Design trace_frame_assembler_flat, sky130hd; sources not shown.
Figure 1. Congestion heat map.
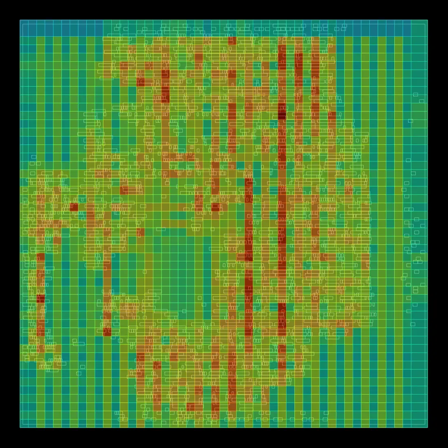
Util after Layout: 28.6%
Total Routing Usage GR: 12.7%
GRT met3 Usage: 2.29%

Figure 2. Cell sizes after repair.
Scale: 1.5 px per um.
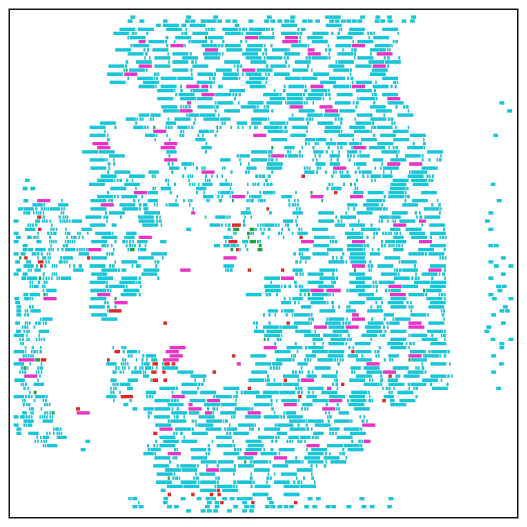
Key: x2 = green [cells 34, share 1.4%, most used clkinv_2]; x3 and x4 = red [cells 48, share 2.0%, most used buf_4]; x6 and larger = magenta [cells 101, share 4.2%, most used clkbuf_16]; x1 and smaller = cyan [cells 2237, share 92%, most used edfxtp_1]
post-route cell area: 0.0316 mm2
number of non-clock buffers: 215
fin worst setup slack: 3.46 ns
area added between synthesis and finish: 23.3%

==> results.txt <==
run results: P_sw 0.00223 W, R2R cell count 9, total wire length 73900 um, Max Clock Skew 0.0233 ns, worst hold stages 2, Synth Cell Area 0.0257 mm2, die area 0.114 mm2, largest net degree at the start of global routing 219, layout cells sized above 1 7.56%, Place WS 3.74 ns, CTS tree done, critical path endpoint category output port, core area 0.111 mm2, Detailed Routing Iterations Pass 1 5, remaining global-route overflow 0, DR iter-0 viols 1007, Yosys Instances 2196, Final Non-Filler Cells 3910, Sw Ratio 31.0%, wire length per cell 18.9 um, hpwl dp 44400 um, Die W 338 um, Critical Path AT 4.07 ns, Mapped Avg Cell Area 11.7 um2, post-synth cell types 36, RSZ-0062 raised after global routing false, Worst R2R Setup Slack 6.61 ns, status finished, final reports clean, Leak 10.1 nW, CTS Root Cell clkbuf_16, worst-path cell chain inv_6, buf_4, o21ai_0, o22ai_1, clkdlybuf4s50_1, antenna-violating nets left 0, combinational cell fraction of total power 24.6%, cycle use final 67.8%, slowest cell on the critical path clkdlybuf4s50_1, # IOs 185, placed cells 3765, Yosys chip area 0.0257 mm2, Top cells excl fill/tap edfxtp_1, nor2_1, o21ai_0, clkdlybuf4s50_1, dfxtp_1, Setup Total Neg Slack 0 ns, max incr delay on CP 0.74 ns, synth warn 0, Vias/cell 4.27, hold_buf cts 0, first-pass GRT wire length 108000 um, Hold Path Class flip-flop to flip-flop, highest-count logic cell in the final layout edfxtp_1, H-tree Lvls 3, sequential share of power 39.1%, Num CTS Buffers 76, Die Y 338 um, # Max-Cap Violations 0, Yosys top cell by area edfxtp_1, Post-synth EDFFs 512, vias in the first global route 16.1k, Final min period 7.29 ns, Final Hold Vio Count 0, power density over the cells 228 mW/mm2, fin nets 2394, Rows 122, Via Count 16.7k, Pint 0.00498 W, post-CTS resize count 0, Startpoint Class flip-flop, Fmax 137 MHz, placed cell area 0.0290 mm2, Top-area cell share 59.9%, Clk pin slew, worst setup/hold paths 0.06 ns, Largest register FFs 512, post-synthesis sequential area ratio 72.0%, kind of critical path flip-flop to output port, Gate Count Post-Synth 2196, measured slew at the worst slew-check pin 0.955 ns, maximum fanout along the worst path 70, CP required 7.53 ns, main area contributors edfxtp_1, dfxtp_1, o21ai_0, top_reg_cell synth edfxtp_1, most frequent cell after synthesis edfxtp_1
cells by family (layout without fill, tap and decap cells):
kind of cell	after synthesis	after routing	synth area share (%)
buf+inv	270	494	4.34
xor+xnor	4	4	0.137
flops	667	667	72.0
simple gates	637	637	10.2
fa+ha+maj	16	16	0.810
compound gates	602	602	12.4
other cells	0	2	0
layout make-up:
type,instances,area (um2)
flip-flops and latches,667,18500
fillers,11400,79000
clock buffers,104,2120
inverters,138,538
diodes,2,5.00
well taps,1488,1860
repair buffers,215,2120
multi-input cells,1259,6090
clock inverters,37,407
through the flow:
stage / hold WS [ns] / utilization, %
final: 0.488 / 28.6
after global routing: 0.508 / 28.6
after CTS: 0.491 / 28.5
after detailed placement: 0.483 / 26.2
after global placement: 0.475 / 26.2
after floorplan: 0.451 / -
power by group through the flow:
stage	clock network [W]	logic [W]	registers [W]
after floorplan	0	0.000958	0.00282
after global placement	0	0.00183	0.00288
after detailed placement	0	0.00183	0.00288
after CTS	0.00270	0.00184	0.00282
after global routing	0.00279	0.00193	0.00283
final	0.00261	0.00178	0.00282
worst register-to-register path, cell delays in order, from the launching register on:
cell and delay, ns:
dfxtp_1 0.73, ha_1 0.34, ha_1 0.20, nand2_1 0.07, nor2_1 0.26, nand2_1 0.19, inv_1 0.11, nand2_1 0.22
nor2_4 0.73, buf_4 0.76
per-layer routing:
layer  vias up  global-route usage (%)  share of wire, %
met5         -                       0             0.054
met4         8                    3.80               2.0
met3        95                    2.29               4.2
met2       294                    20.7                47
met1      8183                    17.3                46
li1       8128                       -                 -
No activity file was given, so power comes from the tool's default toggle rates.
